File: src/rtl/adder_operand_recovery.sv
// Recovers operand A = C - B from a registered adder's sum, flags results outside the WIDTH-bit range,
// and queues {A, ovf} in a small FIFO. One cycle of latency; in_ready drops only when the FIFO is full and the head is not being taken.
module adder_operand_recovery #(
   parameter int WIDTH    = 4,
   parameter int DEPTH    = 2,
   parameter bit SATURATE = 1'b0
) (
   input  logic             clk,
   input  logic             reset,
   input  logic             in_valid,
   output logic             in_ready,
   input  logic [WIDTH:0]   C,
   input  logic [WIDTH-1:0] B,
   output logic             out_valid,
   input  logic             out_ready,
   output logic [WIDTH-1:0] A,
   output logic             ovf,
   output logic [15:0]      op_count
);

   localparam int PW = $clog2(DEPTH);
   localparam int CW = $clog2(DEPTH + 1);
   localparam logic [CW-1:0] FULL_CNT = CW'(DEPTH);

   logic [WIDTH+1:0] d;
   logic             range_err;
   logic [WIDTH-1:0] a_res;

   logic [WIDTH:0]   mem [DEPTH];
   logic [WIDTH:0]   last;
   logic [PW-1:0]    wr_ptr;
   logic [PW-1:0]    rd_ptr;
   logic [CW-1:0]    count;
   logic             full;
   logic             push;
   logic             pop;

   // Both operands sign-extended to WIDTH+2 bits, so the difference cannot overflow.
   assign d = {C[WIDTH], C} - {{2{B[WIDTH-1]}}, B};

   // D fits in WIDTH signed bits exactly when its top three bits agree.
   assign range_err = ~((&d[WIDTH+1:WIDTH-1]) | ~(|d[WIDTH+1:WIDTH-1]));

   always_comb begin
      a_res = d[WIDTH-1:0];
      if (SATURATE && range_err) begin
         a_res = d[WIDTH+1] ? {1'b1, {(WIDTH-1){1'b0}}} : {1'b0, {(WIDTH-1){1'b1}}};
      end
   end

   assign full      = (count == FULL_CNT);
   assign out_valid = (count != '0);
   assign in_ready  = reset & (~full | out_ready);
   assign push      = in_valid & in_ready;
   assign pop       = out_valid & out_ready;

   // When the FIFO drains, the outputs keep showing the last entry popped.
   assign A   = out_valid ? mem[rd_ptr][WIDTH:1] : last[WIDTH:1];
   assign ovf = out_valid ? mem[rd_ptr][0]       : last[0];

   always_ff @(posedge clk) begin
      if (push) begin
         mem[wr_ptr] <= {a_res, range_err};
      end
   end

   always_ff @(posedge clk) begin
      if (!reset) begin
         wr_ptr   <= '0;
         rd_ptr   <= '0;
         count    <= '0;
         last     <= '0;
         op_count <= '0;
      end else begin
         if (push) begin
            wr_ptr <= wr_ptr + 1'b1;
         end
         if (pop) begin
            rd_ptr   <= rd_ptr + 1'b1;
            last     <= mem[rd_ptr];
            op_count <= op_count + 16'd1;
         end
         if (push && !pop) begin
            count <= count + 1'b1;
         end else if (pop && !push) begin
            count <= count - 1'b1;
         end
      end
   end

endmodule

File: config.mk
export PLATFORM = sky130hd
export DESIGN_NAME = adder_operand_recovery
export DESIGN_NICKNAME = d
export VERILOG_FILES = /design/src/rtl/adder_operand_recovery.sv
export SDC_FILE = /design/constraint.sdc
export NUM_CORES = 1
export LEC_CHECK = 0
export CAP_MARGIN = 30
export CORE_UTILIZATION = 45
export DETAILED_ROUTE_END_ITERATION = 8
export GPL_TIMING_DRIVEN = 0
export PLACE_DENSITY_LB_ADDON = 0.2
export REMOVE_ABC_BUFFERS = 1
export SLEW_MARGIN = 20
export SYNTH_ARGS = -nofsm -noshare
export SYNTH_HDL_FRONTEND = slang
export SYNTH_SLANG_ARGS = --single-unit
File: constraint.sdc
create_clock -name clk -period 1.87 [get_ports clk]
set_input_delay 0.374 -clock clk [delete_from_list [all_inputs] [get_ports clk]]
set_output_delay 0.374 -clock clk [all_outputs]
set_load 0.01 [all_outputs]
Fig. 1: run 1, cell placement
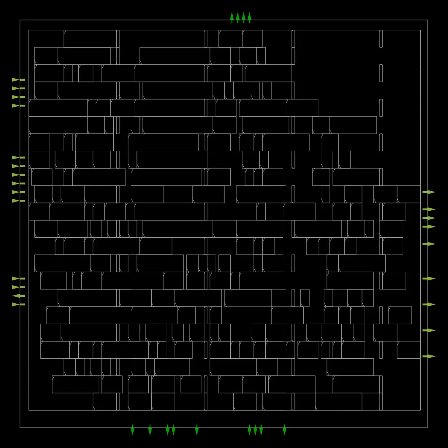
# fillers: 300
core area: 0.00369 mm2
Flops: 36
Core Util, Final: 64.4%
n_taps: 48

Fig. 2: run 1, routed clock nets over the placement
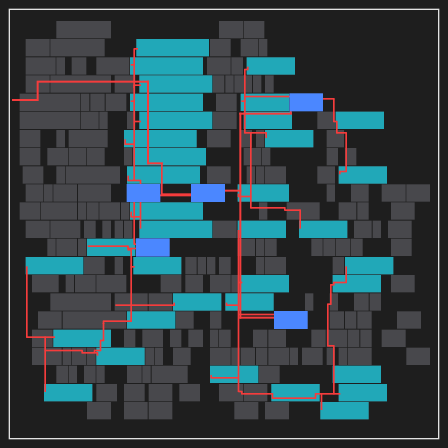
[blue] clock-net drivers | count: 5
[red] clock wires | length: 379 um
[cyan] flip-flops | count: 36
routed clock nets: 6

Fig. 3: run 1, wiring heat map
13 x 13 tiles, from dark blue (low) to red (high), scaled to the fullest tile. Values are wire area over tile area, all layers added.
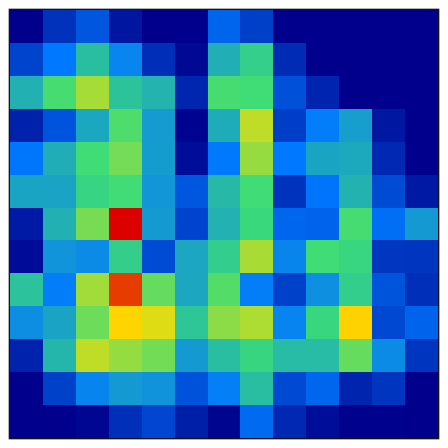
mean over tiles: 0.14
emptiest ninth of the die: north-east
fullest tile: 0.49
densest ninth of the die: west

Fig. 4: run 1, drive-strength map
The bar under the picture is 20 um long.
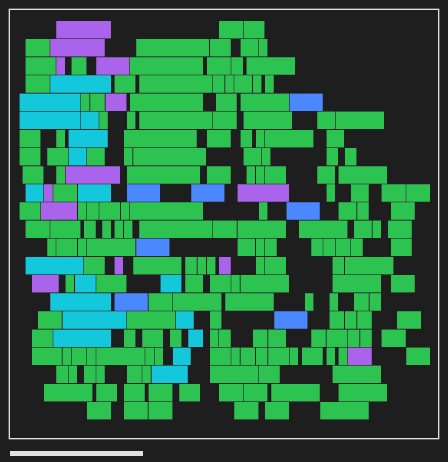
[green] x1 and smaller | cells: 184
[blue] x6 and larger | cells: 7
[purple] x2 | cells: 13
[cyan] x3 and x4 | cells: 18

## run 1: sequential cells by signal, indices dropped and copies added (netlist names), named ones only
signal / count
wr_ptr: 1
count: 2
rd_ptr: 1
last: 5
op_count: 16
mem: 10
## run 1: area by class of cell
class	count	area, um2	area share [%]
Inverter	13	56.3	2.37
Sequential cell	36	830	34.9
Tap cell	48	60.1	2.53
Clock buffer	8	100	4.21
Timing Repair inverter	1	5.00	0.211
Multi-Input combinational cell	124	943	39.7
Timing Repair Buffer	40	382	16.1
## run 1: what timing repair did
item	4_1_cts	5_1_grt
setup endpoints to repair	14	12
buffers inserted	2	3
cloned	1	0
gates resized	33	13
pin swaps	5	4
## run 1: placed cells by master, fill, tap and decap left out, types with 3 or more instances in the layout
master / count
nand3_1: 6
o21ai_0: 4
inv_1: 8
ha_4: 4
dlygate4sd2_1: 10
clkdlybuf4s50_1: 20
or4_1: 3
a21oi_1: 14
nor2_1: 27
xnor2_1: 6
xor2_1: 9
buf_4: 5
edfxtp_1: 10
clkbuf_8: 7
mux2i_1: 5
o31ai_1: 3
dfxtp_1: 23
inv_2: 3
a211oi_1: 5
nand2_1: 8
or3_1: 4
and3_1: 3
## run 1: worst min-delay path, stage by stage, from the launching register on
cell and delay, ns:
dfxtp_1 0.33, o31ai_1 0.07, a21oi_1 0.05
## run 1: power groups by stage
| stage | sequential [W] | combinational [W] | clock, W |
|---|---|---|---|
| 6_report | 0.00105 | 0.000983 | 0.000587 |
| 2_1_floorplan | 0.00103 | 0.000548 | 0 |
| 3_3_place_gp | 0.00103 | 0.000914 | 0 |
| 4_1_cts | 0.00104 | 0.000913 | 0.000597 |
| 3_5_place_dp | 0.00104 | 0.000944 | 0 |
| 5_1_grt | 0.00107 | 0.00108 | 0.000642 |
## run 1: metrics by stage
step / setup TNS, ns / util (%) / hold slack, ns / worst slack [ns]
2_1_floorplan: 0 / - / 0.478 / 0.00334
6_report: -0.00730 / 64.4 / 0.499 / -0.00730
3_5_place_dp: -5.72 / 57.5 / 0.493 / -0.802
5_1_grt: -0.0617 / 64.4 / 0.521 / -0.0463
3_3_place_gp: -4.23 / 57.5 / 0.463 / -0.816
4_1_cts: 0 / 62.7 / 0.502 / 0.00751
## run 1: worst paths after layout
kind / from / to / cells after the start
setup / recovery: count[1] / count[1] / 7
hold / removal: op_count[14] / op_count[14] / 2
setup reg to reg: count[1] / count[1] / 7
hold reg to reg: op_count[14] / op_count[14] / 2
## run 1: layer usage
layer  up-vias  global-route usage [%]
met5         -                       0
met4         0                    6.67
met3         7                    3.75
met2        43                    32.0
met1       681                    20.3
li1        712                       -
## run 1: kinds of logic (layout without fill, tap and decap cells)
| group | Yosys count | in the layout | share of synthesized area (%) |
|---|---|---|---|
| multiplexers | 8 | 8 | 6.05 |
| AND/OR/NAND/NOR | 63 | 63 | 17.5 |
| adder cells (fa/ha/maj) | 8 | 8 | 6.19 |
| buffers and inverters | 20 | 62 | 4.61 |
| flip-flops | 36 | 36 | 47.2 |
| AND-OR/OR-AND | 30 | 30 | 10.9 |
| XOR/XNOR | 15 | 15 | 7.56 |
==> Slide: Implementation Results, run 1 <==
Synthesis and Place & Route Summary

Worst setup path
  • Slowest cell on crit path: dfxtp_4
  • Max FO, Critical Path: 7
  • Crit path cell chain: inv_1 > o311ai_4 > inv_2 > ha_4 > xor2_1 > or3_1 > a21oi_2
  • R2r setup slk: -0.007 ns
  • Critical path class: reg2reg
  • Worst setup SP type: flip-flop
  • CP Buf/Inv Count: 2
  • CP arrival: a little over 2 ns
  • Required @ worst endpoint: slightly above 2 ns

Drt
  • Met2 routed WL: 1750 um
  • DR iter-0 viols: a little over 90
  • WL met3: 188 um
  • Routed len/inst: 12.8 um
  • Final ANT Viol Nets: 0
  • Final WL: 3460 um
  • DR vias: ~1400
  • Highest routed layer: met4
  • WL met1: 1440 um

Timing
  • Slew Limit Fails: 0
  • Slew margin rel.: 73.9%
  • Endpoints failing setup: 1
  • Final WS setup: -0.00730 ns
  • Final hold viol count: 0
  • Fin crit share: 100%
  • Max Fclk: 533 MHz

Floorplanning
  • IO Count: 36
  • Die y size: 64.1 um
  • Rows: 22
  • Die Area: a little over 0.004 mm2
  • Floorplan Utilization: 47.1%
  • Die Width: 64.1 um

Yosys
  • Synth area leader: dfxtp_1
  • Post-synth area hogs: dfxtp_1 (30%), edfxtp_1 (17%), nor2_1 (5.8%)
  • Top cells by count: nor2_1 (27), dfxtp_1 (26), a21oi_1 (15), inv_1 (11), edfxtp_1 (10)
  • Synth cell types: 35
  • Synthesized instance count: ~180
  • Post-synth seq share: between 40 and 50%
  • Yosys top cell by instances: nor2_1
  • Yosys stat area: 0.00174 mm2
  • Main flop type after synthesis: dfxtp_1
  • Ys async rst share: 0%
  • YS warnings: 0
  • Yosys reg bits: 36
  • Ys cells: 180

Placement
  • Dpl cells: roughly 260
  • Placer Congestion: 0.720
  • HPWL Detailed: 2360 um
  • Area post-placement: 0.00212 mm2

Final layout
  • Fin cells: 270
  • Synthesis-to-layout area growth: 36.7%
  • N_diodes: 0
  • Ratio of cells with drive above 1 in the final layout: 17.1%
  • Final Instance Area: between 0.002 and 0.0025 mm2
  • Final net count: 242

Power and ir drop
  • Leak: 0.899 nW
  • Final total power: ~0.0026 W
  • Clock network power share: 22.4%
  • Max IR drop VDD: 0.780 mV
  • Logic pwr share: 37.5%
  • Internal power: 0.00175 W
  • Part of the power in registers: between 40% and 50%
  • PD cells: 1100 mW/mm2

Global routing
  • First-pass GRT wire length: 5580 um
  • Largest net degree at the start of global routing: 16
  • GRT Residual Overflow: 0
  • Vias in the first global route: 1302
  • Initial antenna violation count: 0

Outcome
  • Status: complete, but fails checks
  • Failing checks: negative setup slack

Hold path
  • Hold crit path type: reg2reg

Clocking
  • CTS tree: built
  • Root Buffer: clkbuf_8
  • Num CTS Buffers: 5
  • Worst-Skew Late Latency: ~0.28 ns
  • CTS Hold Bufs: 0
  • H-tree depth: 2
  • Max clock buf depth: 2
  • Clock slew at reported path FFs: 0.07 ns

Job
  • Tool warnings: 25
## Run 2: what changed since run 1
--- a/config.mk
+++ b/config.mk
@@ -5,7 +5,7 @@
 export SDC_FILE = /design/constraint.sdc
 export NUM_CORES = 1
 export LEC_CHECK = 0
-export CAP_MARGIN = 30
+export CAP_MARGIN = 20
 export CORE_UTILIZATION = 45
 export DETAILED_ROUTE_END_ITERATION = 8
 export GPL_TIMING_DRIVEN = 0
==> run 2 against run 1 <==
The flow still finishes with violations (negative setup slack). Sequential cell count unchanged. Worst hold slack unchanged. Critical path depth unchanged. Highest routed layer unchanged. Clock power about the same. Power unchanged. Critical path type unchanged. Largest power group unchanged. Maximum frequency unchanged.
==> Slide: Implementation Results, run 2 <==
Synthesis and Place & Route Summary

Timing
  • Fin crit share: 100%
  • Endpoints failing setup: 1
  • Slew Limit Fails: 0
  • Final WS setup: -0.00730 ns
  • Setup tns final: -0.00730 ns
  • Max Fclk: 533 MHz

Yosys
  • Yosys stat area: 0.00174 mm2
  • Post-synth seq share: roughly 47%
  • Yosys reg bits: 36
  • Main flop type after synthesis: dfxtp_1
  • Ys async rst share: 0%
  • Top cells by count: nor2_1 (27), dfxtp_1 (26), a21oi_1 (15), inv_1 (11), edfxtp_1 (10)
  • Synth area leader: dfxtp_1
  • Ys cells: 180

Hold path
  • Hold Path Origin: op_count[14]
  • WHS Endpoint: op_count[14]
  • Hold crit path type: reg2reg

Outcome
  • Status: complete, but fails checks
  • Failing checks: negative setup slack

Clocking
  • Worst-Skew Late Latency: 0.28 ns
  • Clock slew at reported path FFs: 0.07 ns

Final layout
  • # fillers: 300
  • Ratio of cells with drive above 1 in the final layout: 17.1%
  • Max FFs per register: 16
  • Largest Register: op_count
  • Top cell excl fill/tap: nor2_1
  • Synthesis-to-layout area growth: 36.7%

Floorplanning
  • IO Count: 36
  • Floorplan Utilization: 47.1%
  • Die Area: a little over 0.004 mm2
  • Die Width: 64.1 um

Drt
  • DR vias: 1443
  • DR iter-0 viols: 92

Power and ir drop
  • Leak: 0.899 nW
  • PD cells: between 1000 and 1500 mW/mm2

Worst setup path
  • Worst r2r src: count[1]
  • Max FO, Critical Path: 7
  • Required @ worst endpoint: 2.07 ns
  • R2r setup slk: -0.007 ns
  • CP arrival: 2.07 ns

Global routing
  • First-pass GRT wire length: roughly 5600 um
  • GRT Residual Overflow: 0

Placement
  • Placer Congestion: 0.720
## run 2: cell counts after synthesis
No cell type changed its count.
## run 2: how the worst max path moves through the flow
stage	start	to	slack, ns	cells past startpoint
after CTS	B[3]	mem[0][0]	0.008	6
after floorplan	B[2]	mem[0][0]	0.003	6
final	count[1]	count[1]	-0.007	7
after global routing	count[1]	count[1]	-0.05	7
after global placement	reset	in_ready	-0.82	4
after detailed placement	reset	in_ready	-0.80	4
## run 2: per-layer routing
layer | vias to the layer above | track usage, % | wire length [um]
li1 | 712 | - | -
met1 | 681 | 20.3 | 1440
met2 | 43 | 32.0 | 1750
met3 | 7 | 3.75 | 188
met4 | 0 | 6.67 | 78
met5 | - | 0 | 0
## run 2: power by group
| part | total (W) | switching (W) | internal [W] |
|---|---|---|---|
| combinational | 0.000983 | 0.000501 | 0.000482 |
| sequential | 0.00105 | 0.000118 | 0.000936 |
| clock | 0.000587 | 0.000251 | 0.000336 |
| total | 0.00262 | 0.000870 | 0.00175 |
## run 2: cell type report
class | count | share of cell area [%]
tap | 48 | 2.53
timing repair buffer | 40 | 16.1
sequential | 36 | 34.9
clock buffer | 8 | 4.21
timing repair inverter | 1 | 0.211
multi-input combinational | 124 | 39.7
inverter | 13 | 2.37
## run 2: metrics by stage
step           hold WS [ns]  power (W)  worst slack (ns)
6_report              0.499    0.00262          -0.00730
3_5_place_dp          0.493    0.00199            -0.802
3_3_place_gp          0.463    0.00195            -0.816
5_1_grt               0.521    0.00278           -0.0463
2_1_floorplan         0.478    0.00157           0.00334
4_1_cts               0.502    0.00255           0.00751
## run 2: worst max-delay path, cell delays in order (launching register included)
cell and delay (ns):
dfxtp_4 0.39, inv_1 0.08, o311ai_4 0.34, inv_2 0.09
ha_4 0.17, xor2_1 0.15, or3_1 0.38, a21oi_2 0.20
## run 2: kinds of logic after synthesis
| kind of cell | after synthesis | share of synthesized area [%] |
|---|---|---|
| AND/OR/NAND/NOR | 63 | 17.5 |
| flip-flops | 36 | 47.2 |
| adder cells (fa/ha/maj) | 8 | 6.19 |
| buffers and inverters | 20 | 4.61 |
| AND-OR/OR-AND | 30 | 10.9 |
| XOR/XNOR | 15 | 7.56 |
| multiplexers | 8 | 6.05 |
## run 2: timing repair
action	in CTS	in global routing
setup buffers	2	3
hold buffers	0	0
pin swaps	5	4
endpoints found under the setup margin	14	12
cloned	1	0
hold endpoints to repair	0	0
gates resized	33	13
Fig. 5: run 2, sequential cells grouped by signal name
The bar under the picture is 20 um long. Other sequential cells in the stronger gray, the rest of the logic in the fainter gray.
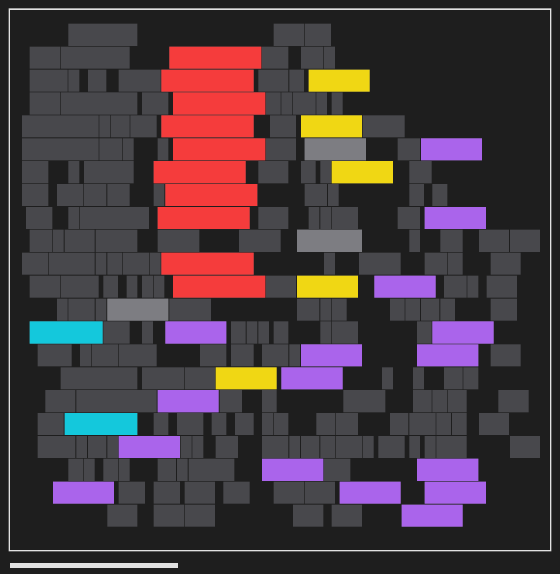
[yellow] last | placed flops: 5
[cyan] count | placed flops: 2
[red] mem | placed flops: 10
[purple] op_count | placed flops: 16

Fig. 6: run 2, drive-strength map
The bar under the picture is 20 um long.
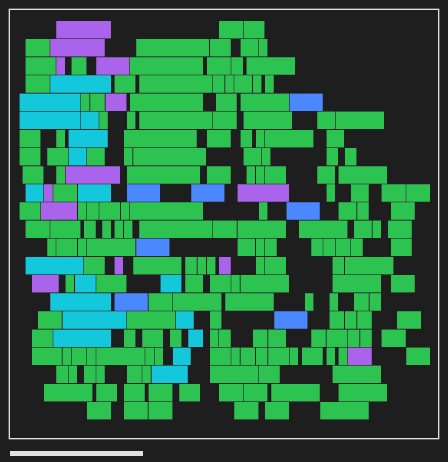
[cyan] x3 and x4 | cells: 18
[purple] x2 | cells: 13
[green] x1 and smaller | cells: 184
[blue] x6 and larger | cells: 7

Fig. 7: run 2, cell placement
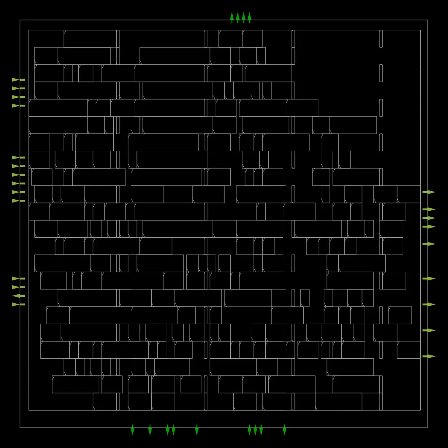
Seq area share: 34.9%
fin cells: 270

No activity file was given, so power comes from the tool's default toggle rates.
